## src/rtl/maint_fetch_sequencer_pkg.sv

```systemverilog
// Shared constants for the maintenance fetch sequencer: opcode field and FSM encodings.
package maint_fetch_sequencer_pkg;

  localparam int unsigned OPC_LSB       = 60;
  localparam logic [3:0]  END_OPC       = 4'hF;
  localparam int unsigned GRANT_TIMEOUT = 16;

  localparam logic [2:0] StIdle  = 3'd0;
  localparam logic [2:0] StGrant = 3'd1;
  localparam logic [2:0] StFetch = 3'd2;
  localparam logic [2:0] StDrain = 3'd3;
  localparam logic [2:0] StProg  = 3'd4;

endpackage

```

## src/rtl/maint_fetch_sequencer_instr_fifo.sv

```systemverilog
// Synchronous instruction buffer with registered storage and an occupancy count.
module instr_fifo #(
  parameter int unsigned DEPTH = 4,
  parameter int unsigned WIDTH = 64
) (
  input  logic                       clk,
  input  logic                       rst,
  input  logic                       push,
  input  logic [WIDTH-1:0]           push_data,
  input  logic                       pop,
  output logic [WIDTH-1:0]           head,
  output logic                       valid,
  output logic [$clog2(DEPTH):0]     count
);

  localparam int unsigned PtrW = $clog2(DEPTH);
  localparam int unsigned CntW = PtrW + 1;

  logic [WIDTH-1:0] mem_q [DEPTH];
  logic [PtrW-1:0]  wr_ptr_q, rd_ptr_q;
  logic [CntW-1:0]  count_q;
  logic             full, empty, do_push, do_pop;

  assign empty   = (count_q == '0);
  assign full    = (count_q == CntW'(DEPTH));
  assign do_pop  = pop && !empty;
  // A push into a full buffer is only safe when the head leaves in the same cycle.
  assign do_push = push && (!full || do_pop);

  always_ff @(posedge clk) begin
    if (!rst) begin
      wr_ptr_q <= '0;
      rd_ptr_q <= '0;
      count_q  <= '0;
    end else begin
      assert (!(push && full && !do_pop))
        else $error("instr_fifo: push while full");
      if (do_push) wr_ptr_q <= wr_ptr_q + PtrW'(1);
      if (do_pop)  rd_ptr_q <= rd_ptr_q + PtrW'(1);
      count_q <= count_q + CntW'(do_push) - CntW'(do_pop);
    end
  end

  always_ff @(posedge clk) begin
    if (do_push) mem_q[wr_ptr_q] <= push_data;
  end

  assign head  = mem_q[rd_ptr_q];
  assign valid = !empty;
  assign count = count_q;

endmodule

```

## src/rtl/maint_fetch_sequencer.sv

```systemverilog
// Arbitrates host programs against maintenance routines and streams routine ROM words to the
// executor through a credit-limited instruction buffer.
module maint_fetch_sequencer
  import maint_fetch_sequencer_pkg::*;
#(
  parameter int unsigned IMEM_ADDR_WIDTH = 10,
  parameter int unsigned INSTR_WIDTH     = 64,
  parameter int unsigned FIFO_DEPTH      = 4,
  parameter int unsigned MAX_ADDR        = 127
) (
  input  logic                       clk,
  input  logic                       rst,
  input  logic                       maint_req,
  output logic                       maint_ack,
  input  logic                       maint_process,
  input  logic                       prog_req,
  output logic                       prog_grant,
  input  logic                       prog_done,
  output logic                       program_process,
  output logic [IMEM_ADDR_WIDTH-1:0] in_addr,
  output logic                       in_valid,
  input  logic [INSTR_WIDTH-1:0]     out_data,
  input  logic                       out_valid,
  output logic                       softmc_fin,
  output logic [INSTR_WIDTH-1:0]     ex_instr,
  output logic                       ex_valid,
  input  logic                       ex_ready,
  input  logic                       ex_idle,
  output logic                       overrun_err
);

  localparam int unsigned CntW   = $clog2(FIFO_DEPTH) + 1;
  localparam int unsigned OccW   = CntW + 1;
  localparam int unsigned TimerW = $clog2(GRANT_TIMEOUT);
  localparam logic [IMEM_ADDR_WIDTH-1:0] MaxAddr = IMEM_ADDR_WIDTH'(MAX_ADDR);

  logic [2:0]                 state_q, state_d;
  logic [IMEM_ADDR_WIDTH-1:0] in_addr_q, in_addr_d;
  logic [TimerW-1:0]          timer_q, timer_d;
  logic [1:0]                 inflight_q, inflight_d;
  logic                       end_seen_q, end_seen_d;
  logic                       overrun_q, overrun_d;
  logic                       ack_q, ack_d;
  logic                       fin_q, fin_d;

  logic [CntW-1:0] fifo_count;
  logic [OccW-1:0] occupancy;
  logic            fifo_valid, is_end, credit, issue, ret, push, pop;

  assign is_end    = (out_data[OPC_LSB +: 4] == END_OPC);
  assign occupancy = {1'b0, fifo_count} + OccW'(inflight_q);
  assign credit    = (occupancy < OccW'(FIFO_DEPTH));
  // Returning END blocks the same-cycle fetch so nothing lands after the routine's end.
  assign issue     = (state_q == StFetch) && credit && !(out_valid && is_end);
  assign ret       = out_valid && (inflight_q != 2'd0);
  // After an overrun the words already in flight are still real routine content.
  assign push      = ret && !is_end &&
                     ((state_q == StFetch) || ((state_q == StDrain) && !end_seen_q));
  assign pop       = fifo_valid && ex_ready;

  assign inflight_d = inflight_q + 2'(issue) - 2'(ret);

  always_comb begin
    state_d    = state_q;
    in_addr_d  = in_addr_q;
    timer_d    = timer_q;
    end_seen_d = end_seen_q;
    overrun_d  = overrun_q;
    ack_d      = 1'b0;
    fin_d      = 1'b0;
    if (issue) in_addr_d = in_addr_q + IMEM_ADDR_WIDTH'(1);
    case (state_q)
      StIdle: begin
        if (maint_req) begin
          ack_d   = 1'b1;
          timer_d = '0;
          state_d = StGrant;
        end else if (prog_req) begin
          state_d = StProg;
        end
      end
      StGrant: begin
        if (maint_process) begin
          in_addr_d  = '0;
          end_seen_d = 1'b0;
          state_d    = StFetch;
        end else if (timer_q == TimerW'(GRANT_TIMEOUT - 1)) begin
          state_d = StIdle;
        end else begin
          timer_d = timer_q + TimerW'(1);
        end
      end
      StFetch: begin
        if (out_valid && is_end) begin
          end_seen_d = 1'b1;
          state_d    = StDrain;
        end else if (issue && (in_addr_q == MaxAddr)) begin
          overrun_d = 1'b1;
          state_d   = StDrain;
        end
      end
      StDrain: begin
        if (!fifo_valid && ex_idle && (inflight_q == 2'd0)) begin
          fin_d     = 1'b1;
          in_addr_d = '0;
          state_d   = StIdle;
        end
      end
      StProg: begin
        if (prog_done) state_d = StIdle;
      end
      default: state_d = StIdle;
    endcase
  end

  always_ff @(posedge clk) begin
    if (!rst) begin
      state_q    <= StIdle;
      in_addr_q  <= '0;
      timer_q    <= '0;
      inflight_q <= '0;
      end_seen_q <= 1'b0;
      overrun_q  <= 1'b0;
      ack_q      <= 1'b0;
      fin_q      <= 1'b0;
    end else begin
      state_q    <= state_d;
      in_addr_q  <= in_addr_d;
      timer_q    <= timer_d;
      inflight_q <= inflight_d;
      end_seen_q <= end_seen_d;
      overrun_q  <= overrun_d;
      ack_q      <= ack_d;
      fin_q      <= fin_d;
    end
  end

  instr_fifo #(
    .DEPTH (FIFO_DEPTH),
    .WIDTH (INSTR_WIDTH)
  ) u_fifo (
    .clk       (clk),
    .rst       (rst),
    .push      (push),
    .push_data (out_data),
    .pop       (pop),
    .head      (ex_instr),
    .valid     (fifo_valid),
    .count     (fifo_count)
  );

  assign in_valid        = issue;
  assign in_addr         = in_addr_q;
  assign maint_ack       = ack_q;
  assign softmc_fin      = fin_q;
  assign prog_grant      = (state_q == StProg);
  assign program_process = prog_grant;
  assign ex_valid        = fifo_valid;
  assign overrun_err     = overrun_q;

endmodule

```

## config.mk

```make
export PLATFORM = sky130hd
export DESIGN_NAME = maint_fetch_sequencer
export DESIGN_NICKNAME = d
export VERILOG_FILES = /design/src/rtl/maint_fetch_sequencer_pkg.sv /design/src/rtl/maint_fetch_sequencer_instr_fifo.sv /design/src/rtl/maint_fetch_sequencer.sv
export SDC_FILE = /design/constraint.sdc
export NUM_CORES = 1
export LEC_CHECK = 0
export CORE_MARGIN = 10
export CORE_UTILIZATION = 58
export DETAILED_ROUTE_END_ITERATION = 10
export PLACE_DENSITY_LB_ADDON = 0.25
export SETUP_SLACK_MARGIN = 0.1
export SLEW_MARGIN = 30
export SYNTH_ARGS = -nofsm -noshare
export SYNTH_HDL_FRONTEND = slang
export SYNTH_SLANG_ARGS = --single-unit
```

## constraint.sdc

```tcl
create_clock -name clk -period 6.05 [get_ports clk]
set_clock_uncertainty 0.15 [all_clocks]
set_input_delay 0.605 -clock clk [delete_from_list [all_inputs] [get_ports clk]]
set_output_delay 0.605 -clock clk [all_outputs]
set_load 0.01 [all_outputs]
```

==> impl_metrics.toml <==
# yosys + openroad results
[floorplanning]
fp-utilization_pct = 58.57
die_h_um = 157.0
core-area_um2 = 18580
row_count = 50
ios = 154
tapcell.inserted = 234
chipArea_um2 = 24640
die_x_um = 157.0

[cells_and_area]
final_cells = 960
flops = 288
utilization_pct = 73.80
lay_top_cells = "edfxtp_1 (256), clkdlybuf4s50_1 (153), mux4_2 (64)"
buf_share_pct = 11.99
final-comb-area_um2 = 2407
n_all_inverters = 19
dominant_cells = "flip-flops and latches"
num-fill-cells = 1074
n_antenna_cell = 1
regMostFlops = "u_fifo.mem_q"
comb_cells = 206
largest_register_ffs = 256
area.sequential_um2 = 8335
clkCellAreaFrac_pct = 6.990
mostFrequentLayoutCell = "edfxtp_1"
post_route_cells_drive_above_1_share_pct = 16.55
seq_area_share_pct = 60.79
comb_area_share_pct = 17.56
nets = 788

[global_route]
first_global_vias = 6083
globalRouteMet1Util_pct = 22.52
grt_pass1_wl_um = 34590
use_met3_pct = 4.012
grt_max_degree = 65
top_usage_layer = "met2"
grt_overflow_total = 0
met2_usage_pct = 31.57
antenna_found_initial = 1
grt_util_all_layers_pct = 18.10

[critical_path]
path_cells = "buf_4 -> mux4_2 -> clkdlybuf4s50_1"
worst_setup_path_end_kind = "output pin"
path_depth = 3
worstPathMaxFanout = 40
max_stage_delay_ns = 0.89
crit_buf_inv = 2
r2r-start = "state_q[1]$_SDFFE_PN0P_"
required_ns = 5.29
cpMaxStageDelayCell = "dfxtp_4"
cpLargestDelayFamily = "buffers and inverters"
crit_type = "reg -> out"
crit_end = "ex_instr[9]"
r2r_cells = 4
critPathArrivalTime_ns = 3.13
start_kind = "register"
r2r-end = "u_fifo.mem_q[3][52]$_DFFE_PP_"
r2r_slack_ns = 3.13

[pwr]
worst_ir_drop_vdd_mv = 0.2122
pwr-share-comb_pct = 18.1
seq_power_mw = 2.31
p_comb_mw = 0.900
clock_power_share_pct = 35.5
swShare_pct = 23.03
p_per_area_nw_per_um2 = 362.8
power_frac_seq_pct = 46.4
power_switching_mw = 1.146
top_power_group = "registers"
p_leak_nw = 4.373
p_int_mw = 3.829
power_mw = 4.974

[hold_path]
whs_path_depth = 2
holdCritPathClass = "reg -> reg"
hp-start = "overrun_err$_SDFFE_PN0P_"
holdPathEnd = "overrun_err$_SDFFE_PN0P_"

[logic_synthesis]
yosys_warnings = 0
top_cells_by_count = "edfxtp_1 (256), mux4_2 (64), dfxtp_1 (32), nor2_1 (20), inv_1 (18)"
syn-mean-instance-area_um2 = 20.34
ys_top_cells_by_area = "edfxtp_1 (71%), mux4_2 (13%), dfxtp_1 (5.9%)"
edf_count = 256
mappedNetlistNets = 620
yosys.area.top_type = "edfxtp_1"
ys_seq_share_pct = 76.52
synthArstFlopShare_pct = 0
synth_flops = 288
top_cell_area_share_pct = 70.64
ys_area_um2 = 10880
ys_cells = 535
synth_cell_types = 49
post-synth-top-count-cell = "edfxtp_1"
syn_area_um2 = 10880
synthCells = 535
synthFlopType = "edfxtp_1"

[routing]
ant_nets = 0
post_drt_wl_per_cell_um = 23.35
drtIter0Drc = 341
routed_wirelength_um = 22420
vias_per_cell = 5.917
route.vias.total = 5680
detail_route.first_pass.iterations = 5
drc = 0

[clocking]
cts.sinks = 288
hold_buffers = 0
cts_tree = "built"
post_cts_resized = 0
h-tree-depth = 1
cts_buffer_depth = 3
post_cts.repair.setup_buffers = 0
clk_pin_slew_ns = 0.06
root_buffer = "clkbuf_16"
clkLatencyLatePin_ns = 0.52

[timing]
rsz0062_at_grt = "no"
slew_headroom_pct = 46.06
slew_viol_final = 0
worst_hold_slack_ns = 0.3097
period_needed_ns = 3.884
tns_ns = 0
hold_viol_final = 0
finalCritPeriodShare_pct = 64.20
setup_viol = 0
fmax_mhz = 257.5
worst_pin_slew_ns = 0.8091

[placement]
hpwl_um = 13910
dp_slack_ns = 2.604
dpl.cell_count = 906
io_buffers = 153
postPlaceCellArea_um2 = 12730
routabilityCongestion = 0.7970

[flow_run]
drv_cap = 0
openroad.warnings = 29

[outcome]
status = "complete, no violations"
==> per-layer routing <==
layer,routed length [um],vias up
li1,-,2535
met1,8963,2943
met2,11840,175
met3,1335,25
met4,263,2
met5,13,-
==> cell families (layout without fill, tap and decap cells) <==
logic type / count (synthesis) / after routing / synth area share [%]
mux: 66 / 66 / 13.43
other cells: 0 / 1 / 0
flops: 288 / 288 / 76.52
buf+inv: 41 / 231 / 1.540
simple gates: 74 / 74 / 3.633
xor+xnor: 7 / 7 / 0.5634
fa+ha+maj: 12 / 12 / 1.449
compound gates: 47 / 47 / 2.863
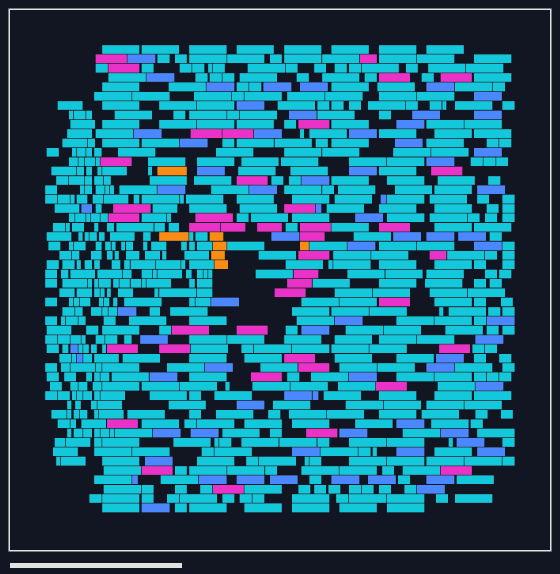
Fig. 1. Sizing map.
Scale bar: 50 um.
- _0 and _1 cells: cyan (cells 605; most used edfxtp_1)
- _2 cells: blue (cells 72; most used mux4_2)
- _6 and larger: magenta (cells 41; most used clkbuf_16)
- _3 and _4 cells: orange (cells 7; most used and3_4)
PnR worst setup slack: 2.166 ns
design area: 13710 um2
nonclk buf count: 160
area delta synth->final: 25.99%

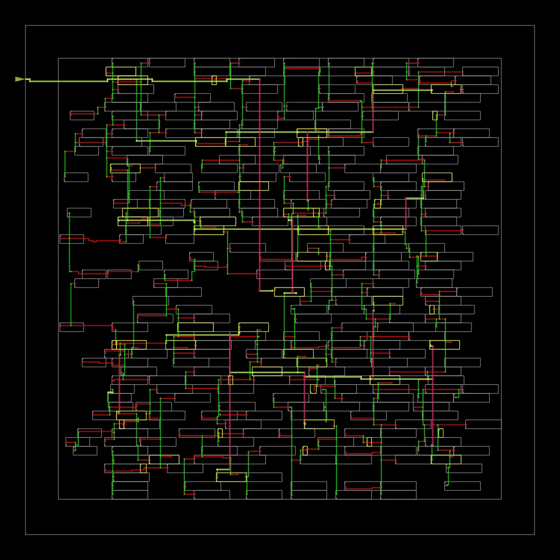
Fig. 2. Clock routing.
# clk buffers: 42
clock network power: 1.77 mW
CTS buffer count: 28

Power figures rest on the tool's default switching activity, not on a simulated workload.
